$ cat config.mk
export PLATFORM = sky130hd
export DESIGN_NAME = hdr_arbiter_flat
export DESIGN_NICKNAME = d
export VERILOG_FILES = /design/src/rtl/hdr_arbiter_if.sv /design/src/rtl/hdr_arbiter.sv /design/src/flat_wrapper.sv
export SDC_FILE = /design/constraint.sdc
export NUM_CORES = 1
export LEC_CHECK = 0
export ABC_AREA = 1
export CAP_MARGIN = 20
export CORE_AREA = 2 2 85 87
export DETAILED_ROUTE_END_ITERATION = 10
export DIE_AREA = 0 0 87 89
export GPL_TIMING_DRIVEN = 1
export PLACE_DENSITY = 0.83
export SETUP_SLACK_MARGIN = 0.5
export SLEW_MARGIN = 10
export SYNTH_ARGS = -nofsm -noshare
export SYNTH_HDL_FRONTEND = slang
export SYNTH_SLANG_ARGS = --single-unit
$ cat constraint.sdc
create_clock -name clk -period 3.8 [get_ports clk]
set_clock_uncertainty 0.1 [all_clocks]
set_input_delay 0.95 -clock clk [delete_from_list [all_inputs] [get_ports clk]]
set_output_delay 0.95 -clock clk [all_outputs]
set_load 0.1 [all_outputs]
$ cat src/rtl/hdr_arbiter_if.sv
// Requester, header-engine and result-routing signals of hdr_arbiter.
// HDR_ARB_STATS_EN adds the header/drop statistics counters.
interface hdr_arbiter_if #(
  parameter int DATA_W = 32
);
  logic              a_valid;
  logic [DATA_W-1:0] a_data;
  logic [5:0]        a_flags;
  logic              a_ready;
  logic              b_valid;
  logic [DATA_W-1:0] b_data;
  logic [5:0]        b_flags;
  logic              b_ready;
  logic [DATA_W-1:0] data;
  logic              sa;
  logic              da;
  logic              sp_dp;
  logic              prot;
  logic              soh;
  logic              eoh;
  logic              hReady;
  logic              hValid;
  logic              res_src;
  logic              res_src_vld;
  logic              tag_full;
  logic              drop;
`ifdef HDR_ARB_STATS_EN
  logic [15:0]       a_hdr_cnt;
  logic [15:0]       b_hdr_cnt;
  logic [7:0]        drop_cnt;
`endif

  // slave: the arbiter itself; master: requesters, engine and result consumer.
  modport slave (
    input  a_valid, a_data, a_flags, b_valid, b_data, b_flags, hReady, hValid,
`ifdef HDR_ARB_STATS_EN
    output a_hdr_cnt, b_hdr_cnt, drop_cnt,
`endif
    output a_ready, b_ready, data, sa, da, sp_dp, prot, soh, eoh,
    output res_src, res_src_vld, tag_full, drop
  );

  modport master (
    output a_valid, a_data, a_flags, b_valid, b_data, b_flags, hReady, hValid,
`ifdef HDR_ARB_STATS_EN
    input  a_hdr_cnt, b_hdr_cnt, drop_cnt,
`endif
    input  a_ready, b_ready, data, sa, da, sp_dp, prot, soh, eoh,
    input  res_src, res_src_vld, tag_full, drop
  );
endinterface

$ cat src/rtl/hdr_arbiter.sv
// Header-atomic round-robin arbiter sharing one header engine between A and B,
// with an owner-tag FIFO for result routing. Optional stats: HDR_ARB_STATS_EN.
module hdr_arbiter #(
  parameter int DATA_W    = 32,
  parameter int TAG_DEPTH = 8,
  parameter int TAG_AW    = 3
) (
  input  logic         clk,
  input  logic         rst,
  hdr_arbiter_if.slave bus,
  output logic [1:0]   o_dbg_state
);

  typedef enum logic [1:0] {
    IDLE  = 2'd0,
    OWN_A = 2'd1,
    OWN_B = 2'd2
  } state_t;

  state_t              r_state;
  state_t              w_state_nxt;
  logic                r_rr;
  logic                w_rr_nxt;
  logic [DATA_W-1:0]   r_data;
  logic [5:0]          r_flags;
  logic [TAG_DEPTH-1:0] r_tags;
  logic [TAG_AW-1:0]   r_wr_ptr;
  logic [TAG_AW-1:0]   r_rd_ptr;
  logic [TAG_AW:0]     r_count;

  logic                w_cand_a;
  logic                w_cand_b;
  logic                w_a_ready;
  logic                w_b_ready;
  logic                w_stray;
  logic                w_xfer;
  logic                w_xfer_src;
  logic [DATA_W-1:0]   w_xfer_data;
  logic [5:0]          w_xfer_flags;
  logic                w_push;
  logic                w_pop;
  logic                w_empty;
  logic                w_full;
  logic                w_drop;

  assign w_cand_a = bus.a_valid & bus.a_flags[4];
  assign w_cand_b = bus.b_valid & bus.b_flags[4];
  assign w_empty  = (r_count == '0);
  assign w_full   = (r_count == (TAG_AW+1)'(TAG_DEPTH));
  assign w_pop    = bus.hValid & ~w_empty;

  // Handshake: a requester word moves when valid & ready are both high at a
  // rising edge; ready never depends on valid except for the IDLE stray-discard.
  always_comb begin
    w_state_nxt  = r_state;
    w_rr_nxt     = r_rr;
    w_a_ready    = 1'b0;
    w_b_ready    = 1'b0;
    w_stray      = 1'b0;
    w_xfer       = 1'b0;
    w_xfer_src   = 1'b0;
    w_xfer_data  = '0;
    w_xfer_flags = '0;
    w_push       = 1'b0;
    case (r_state)
      IDLE: begin
        // soh words wait for a grant; anything else is outside a header and is discarded
        w_a_ready = bus.a_valid & ~bus.a_flags[4];
        w_b_ready = bus.b_valid & ~bus.b_flags[4];
        w_stray   = w_a_ready | w_b_ready;
        if ((w_cand_a | w_cand_b) && !w_full) begin
          if (w_cand_a && w_cand_b) w_state_nxt = r_rr ? OWN_B : OWN_A;
          else                      w_state_nxt = w_cand_b ? OWN_B : OWN_A;
        end
      end
      OWN_A: begin
        w_a_ready    = bus.hReady;
        w_xfer       = bus.a_valid & bus.hReady;
        w_xfer_src   = 1'b0;
        w_xfer_data  = bus.a_data;
        w_xfer_flags = bus.a_flags;
        if (w_xfer && bus.a_flags[5]) begin
          w_push      = 1'b1;
          w_rr_nxt    = 1'b1;
          w_state_nxt = IDLE;
        end
      end
      OWN_B: begin
        w_b_ready    = bus.hReady;
        w_xfer       = bus.b_valid & bus.hReady;
        w_xfer_src   = 1'b1;
        w_xfer_data  = bus.b_data;
        w_xfer_flags = bus.b_flags;
        if (w_xfer && bus.b_flags[5]) begin
          w_push      = 1'b1;
          w_rr_nxt    = 1'b0;
          w_state_nxt = IDLE;
        end
      end
      default: w_state_nxt = IDLE;
    endcase
  end

  always_ff @(posedge clk) begin
    if (rst) begin
      r_state <= IDLE;
      r_rr    <= 1'b0;
      r_data  <= '0;
      r_flags <= '0;
    end else begin
      r_state <= w_state_nxt;
      r_rr    <= w_rr_nxt;
      if (w_xfer) begin
        r_data  <= w_xfer_data;
        r_flags <= w_xfer_flags;
      end else begin
        r_flags <= '0;
      end
    end
  end

  always_ff @(posedge clk) begin
    if (rst) begin
      r_tags   <= '0;
      r_wr_ptr <= '0;
      r_rd_ptr <= '0;
      r_count  <= '0;
    end else begin
      if (w_push) begin
        r_tags[r_wr_ptr] <= w_xfer_src;
        r_wr_ptr         <= r_wr_ptr + 1'b1;
      end
      if (w_pop) r_rd_ptr <= r_rd_ptr + 1'b1;
      case ({w_push, w_pop})
        2'b10:   r_count <= r_count + 1'b1;
        2'b01:   r_count <= r_count - 1'b1;
        default: r_count <= r_count;
      endcase
    end
  end

  // Combinational outputs are held low while reset is asserted.
  assign w_drop          = ~rst & (w_stray | (bus.hValid & w_empty));
  assign bus.a_ready     = ~rst & w_a_ready;
  assign bus.b_ready     = ~rst & w_b_ready;
  assign bus.drop        = w_drop;
  assign bus.data        = r_data;
  assign bus.sa          = r_flags[0];
  assign bus.da          = r_flags[1];
  assign bus.sp_dp       = r_flags[2];
  assign bus.prot        = r_flags[3];
  assign bus.soh         = r_flags[4];
  assign bus.eoh         = r_flags[5];
  assign bus.res_src     = ~w_empty & r_tags[r_rd_ptr];
  assign bus.res_src_vld = ~w_empty;
  assign bus.tag_full    = w_full;
  assign o_dbg_state     = r_state;

`ifdef HDR_ARB_STATS_EN
  logic [15:0] r_a_hdr_cnt;
  logic [15:0] r_b_hdr_cnt;
  logic [7:0]  r_drop_cnt;

  always_ff @(posedge clk) begin
    if (rst) begin
      r_a_hdr_cnt <= '0;
      r_b_hdr_cnt <= '0;
      r_drop_cnt  <= '0;
    end else begin
      if (w_push && !w_xfer_src) r_a_hdr_cnt <= r_a_hdr_cnt + 16'd1;
      if (w_push && w_xfer_src)  r_b_hdr_cnt <= r_b_hdr_cnt + 16'd1;
      if (w_drop && r_drop_cnt != 8'hFF) r_drop_cnt <= r_drop_cnt + 8'd1;
    end
  end

  assign bus.a_hdr_cnt = r_a_hdr_cnt;
  assign bus.b_hdr_cnt = r_b_hdr_cnt;
  assign bus.drop_cnt  = r_drop_cnt;
`endif

endmodule
$ cat src/flat_wrapper.sv
// flat-port wrapper written by rule: the top's interface ports become plain ports
module hdr_arbiter_flat 
#(
  parameter int DATA_W    = 32,
  parameter int TAG_DEPTH = 8,
  parameter int TAG_AW    = 3
)
  (clk, rst, o_dbg_state, bus_a_valid, bus_a_data, bus_a_flags, bus_b_valid, bus_b_data, bus_b_flags, bus_hReady, bus_hValid, bus_a_ready, bus_b_ready, bus_data, bus_sa, bus_da, bus_sp_dp, bus_prot, bus_soh, bus_eoh, bus_res_src, bus_res_src_vld, bus_tag_full, bus_drop);
  hdr_arbiter_if #(.DATA_W(DATA_W)) bus_i ();
  input  logic clk;
  input  logic rst;
  output logic [1:0] o_dbg_state;
  input wire logic [$bits(bus_i.a_valid)-1:0] bus_a_valid;
  input wire logic [$bits(bus_i.a_data)-1:0] bus_a_data;
  input wire logic [$bits(bus_i.a_flags)-1:0] bus_a_flags;
  input wire logic [$bits(bus_i.b_valid)-1:0] bus_b_valid;
  input wire logic [$bits(bus_i.b_data)-1:0] bus_b_data;
  input wire logic [$bits(bus_i.b_flags)-1:0] bus_b_flags;
  input wire logic [$bits(bus_i.hReady)-1:0] bus_hReady;
  input wire logic [$bits(bus_i.hValid)-1:0] bus_hValid;
  output wire logic [$bits(bus_i.a_ready)-1:0] bus_a_ready;
  output wire logic [$bits(bus_i.b_ready)-1:0] bus_b_ready;
  output wire logic [$bits(bus_i.data)-1:0] bus_data;
  output wire logic [$bits(bus_i.sa)-1:0] bus_sa;
  output wire logic [$bits(bus_i.da)-1:0] bus_da;
  output wire logic [$bits(bus_i.sp_dp)-1:0] bus_sp_dp;
  output wire logic [$bits(bus_i.prot)-1:0] bus_prot;
  output wire logic [$bits(bus_i.soh)-1:0] bus_soh;
  output wire logic [$bits(bus_i.eoh)-1:0] bus_eoh;
  output wire logic [$bits(bus_i.res_src)-1:0] bus_res_src;
  output wire logic [$bits(bus_i.res_src_vld)-1:0] bus_res_src_vld;
  output wire logic [$bits(bus_i.tag_full)-1:0] bus_tag_full;
  output wire logic [$bits(bus_i.drop)-1:0] bus_drop;
  assign bus_i.a_valid = bus_a_valid;
  assign bus_i.a_data = bus_a_data;
  assign bus_i.a_flags = bus_a_flags;
  assign bus_i.b_valid = bus_b_valid;
  assign bus_i.b_data = bus_b_data;
  assign bus_i.b_flags = bus_b_flags;
  assign bus_i.hReady = bus_hReady;
  assign bus_i.hValid = bus_hValid;
  assign bus_a_ready = bus_i.a_ready;
  assign bus_b_ready = bus_i.b_ready;
  assign bus_data = bus_i.data;
  assign bus_sa = bus_i.sa;
  assign bus_da = bus_i.da;
  assign bus_sp_dp = bus_i.sp_dp;
  assign bus_prot = bus_i.prot;
  assign bus_soh = bus_i.soh;
  assign bus_eoh = bus_i.eoh;
  assign bus_res_src = bus_i.res_src;
  assign bus_res_src_vld = bus_i.res_src_vld;
  assign bus_tag_full = bus_i.tag_full;
  assign bus_drop = bus_i.drop;
  hdr_arbiter #(.DATA_W(DATA_W), .TAG_DEPTH(TAG_DEPTH), .TAG_AW(TAG_AW)) u_core (.clk(clk), .rst(rst), .bus(bus_i), .o_dbg_state(o_dbg_state));
endmodule
sizing.png
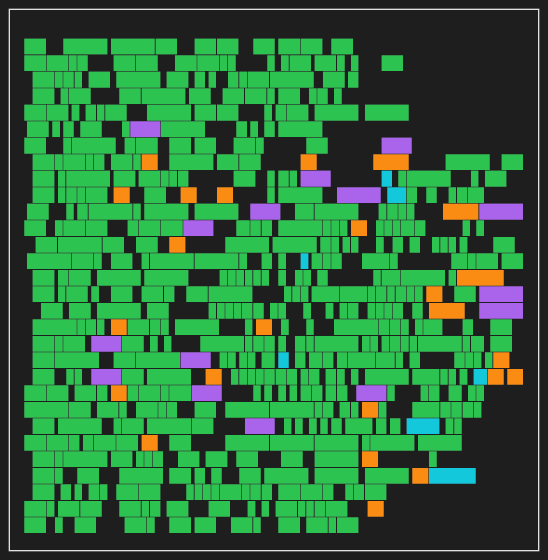
size	colour	cells	most used
x2	cyan	7	clkinv_2
x1 and smaller	green	493	nand2_1
x3 and x4	orange	24	buf_4
x6 and larger	purple	15	clkbuf_8

class_map.png
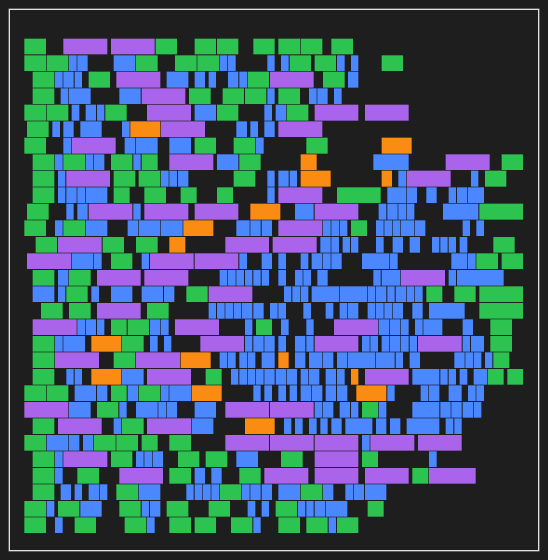
class	colour	cells	share of their area
remaining buffers and delay cells	green	133	30%
sequential cells	purple	59	27%
clock drivers and dummy loads	orange	16	4.1%
remaining logic cells	blue	331	39%

==> run summary <==
Results of the flow run.

The flow ran to the end, and the final reports show no timing, DRC or antenna violations. Dividing total power by cell area gives a power density of 556 nW/um^2. For this floorplan the total number of well-tap instances is 80. The tightest hold path in the finished design has a slack of 0.371 ns. Per the timing report, the most critical flop-to-flop path originates at u_core.o_dbg_state[1]. The number of buffers created by CTS stands at 9. The maximum count of clock buffers along a single path stands at 2. Looking at the group totals, the largest power group turns out to be combinational logic. The logic depth of the worst path, buffers included stands at 4. After clock tree synthesis, the repair step resized 0 gates. Per the OpenROAD floorplan log, the height of the die is roughly 89 um. The final layout contains a sequential cell count of 59. On the critical path the largest part of the delay comes from buffers and inverters.

The non-clock inverter instance count of the final layout stands at 30. The wire length on met1 stands at 3570 um. The multi-input combinational gate total stands at ~300. The finished design was reported to have a net count of ~620. The fraction of synthesized cell area taken by the top area cell type stands at between 30% and 40%. The total wirelength of the detailed-routed design stands at 8730 um. The combinational group share of total power stands at 49.8%.

The synthesis run identifies the leading combinational cell family as simple AND/OR/NAND/NOR gates. In this run, placement finished with an instance count of 603. In this run the most used layer during global routing was met2. In this run the layout overhead on the synthesized area is reported as 51.0%. The number of synthesized register bits stands at 59. During synthesis, Yosys emitted a total of 0 warnings. The total buffers and inverters traversed by the critical path stands at 2. Setup repair after global routing left no endpoint under its margin. The met1 track demand over resource stands at 26.6%. The post-route netlist has 8.53% of its cells at a drive strength greater than 1. Buffers added to address setup during post-CTS repair amount to 0. The max-slew violation total from the final report stands at 0. The net switching component of the power stands at 0.00118 W. Detailed routing placed a total of 905 um of wire on met3. TritonCTS reports the number of clock sinks as 59.

The fraction of synthesized area in multiplexers stands at 0%. nand2_1 is the most common cell in the netlist. The clock transition at the register clock pins on the worst setup and hold paths after CTS stands at 0.06 ns.

The detailed placement HPWL stands at 6370 um. Hold repair after CTS inserted 0 buffers. The insertion delay at the late pin of the worst-skew pair stands at approximately 0.34 ns.

The total sequential power stands at between 0.0007 and 0.0008 W. Each instance of the synthesized netlist takes up on average 7.21 um^2. During I/O placement, the number of pins put on the boundary was 128. The maximum clock rate stands at 311 MHz. The largest individual stage delay along the critical path comes from the cell clkdlybuf4s50_1. The portion of total power attributed to the clock network stands at approximately a fifth. The startpoint identified for the worst hold timing path is u_core.r_tags[2]. The remaining global-route overflow stands at 0. After technology mapping, the gate count stands at 415. The internal power of the cells totals 0.00133 W. The number of antenna violations at the first check in global routing stands at 0. Tracing the worst setup path back leads to its startpoint at bus_a_valid. The total number of vias stands at 3245.

Multi-input logic gates represent a cell area share of 35.8%. Switching power as a fraction of the total was reported as a little under half. The register with the most flip-flops in the layout has 32 of them. The final worst-path setup slack stands at 0.581 ns. Per the post-route antenna check, the number of violating nets is 0. The post-synth tally of flip-flops with integrated enable stands at 0. The worst slew margin relative to its limit stands at between 30% and 40%.

The sum of negative setup slack stands at 0 ns. Across every metal layer, demand over resource in global routing totals about a quarter. The placed instance area stands at 4340 um^2.

The floorplan utilization stands at 44.6%. The power drawn by the clock network stands at 0.000518 W. The peak supply drop stands at 0.291 mV. The worst setup path is of the input port to output port kind. The power report puts the leakage power at 1.97 nW. The minimum setup slack after placement stands at 0.512 ns. The final total power stands at 0.00251 W. For the worst setup path, the data arrival time is 2.17 ns. The core region area stands at 6720 um^2. The via density per instance stands at 5.24.

The cell count of the worst hold path stands at 2. Per the run summary, max-cap violations total 0. In the layout the commonest cells are nand2_1 (121), clkdlybuf4s50_1 (111), dfxtp_1 (58).

STA classifies the critical path startpoint as an input port. The path with the worst hold slack has its endpoint at u_core.r_tags[2]. The count of buffers added on input and output ports is 127. The utilization after layout stands at 67.3%. Entering global routing, the biggest net connects 66 pins.

The multi-input logic area stands at approximately 1600 um^2. The post-synthesis share of cell area spent on and, or, nand and nor gates stands at 29.8%. In this run, the synthesized area fraction spent on adder and majority cells is recorded as 3.34%. The signal on the critical path passes through clkdlybuf4s50_1 -> nand3b_1 -> a31oi_4 -> buf_12.

TritonCTS built the clock tree. Dividing the final minimum period by the clock period gives a little over four fifths. The commonest cells after synthesis are nand2_1 (121), dfxtp_1 (59), nand3_1 (53).

In this run the worst hold path is classified as flip-flop to flip-flop. With fillers left out, the area of the finished cells amounts to 4520 um^2. Per the synth stats, the flop cell with the highest instance count is dfxtp_1. Per the area breakdown, the dominant cell category is combinational gates.

Counting only logic cells after layout, the most numerous master is nand2_1. The critical-path maximum fanout stands at 5. The yosys synthesis chip area stands at ~3000 um^2.

The OpenROAD warning count stands at 30. The mapped cell area stands at 2990 um^2. The floorplan step set the die width to ~87 um. Detailed-route iteration 0 reported a violation count of 255.

The first-pass GRT wire length stands at 14100 um. Setup violations remaining at the end of the flow were counted as 0. The area of the chip stands at 7740 um^2. Dividing the detail-routed wire length by the instance count gives roughly 14 um. The wire length on met2 stands at between 4000 and 5000 um.

Of the total synthesized cell area, the portion taken by XOR and XNOR cells is between 1 and 1.5%. Per the detail_route log, the uppermost layer with routed signals is met4. Of the total power, registers draw 29.6%. Non-clock buffers in the final layout number ~130. The slew of the pin with the lowest slew margin stands at 1.00 ns. Sorting the Yosys area breakdown by cell type puts at the top dfxtp_1. The synthesized netlist net count stands at 505. The clock buffer count stands at 12. The count of TritonRoute iterations in the first routing pass stands at 4. The via count of the first global-routing pass stands at 3178. met3 track demand over resource after global routing is 11.7%.

The number of filler cells placed in the layout stands at roughly 560. The proportion of register bits with asynchronous set or reset after synthesis stands at 0%. The met2 routing resource usage after global routing stands at a little under two fifths. STA classifies the critical path endpoint as an output port. In this run the number of H-tree levels came out at 3. Per the CTS log, the root buffer master is clkbuf_8. The main area contributors are dfxtp_1 (39%), nand2_1 (15%), o211a_1 (11%). The register share after synthesis stands at 39.4%.

The clock-cell share of area stands at 3.99%. The required time of the worst setup path stands at about 2.8 ns. The fraction of final cell area spent on non-clock buffers in this run is 29.3%. The worst reg-to-reg path cell count stands at 14.

The antenna diode count stands at 0. After its last routability iteration, the placer logged a weighted congestion of 0.856. The sequential cells in the finished layout cover a total of between 1000 and 1500 um^2. Counting endpoints that fail hold in the final report gives 0. The maximum cell stage delay along the critical path stands at about 0.55 ns. For this run, design rule violations remaining after detail routing come to 0. The number of placement rows stands at 30.
route_heat.png
Scale bar: 20 um. 17 x 18 tiles, from dark blue (low) to red (high), scaled to the fullest tile. Values are wire area over tile area, all layers added.
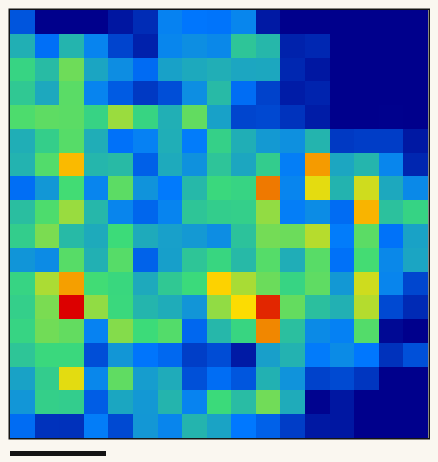
tiles over half the peak	18%
nearly empty tiles	12%
mean over tiles	0.19

Power is estimated from default activity; no workload was simulated.
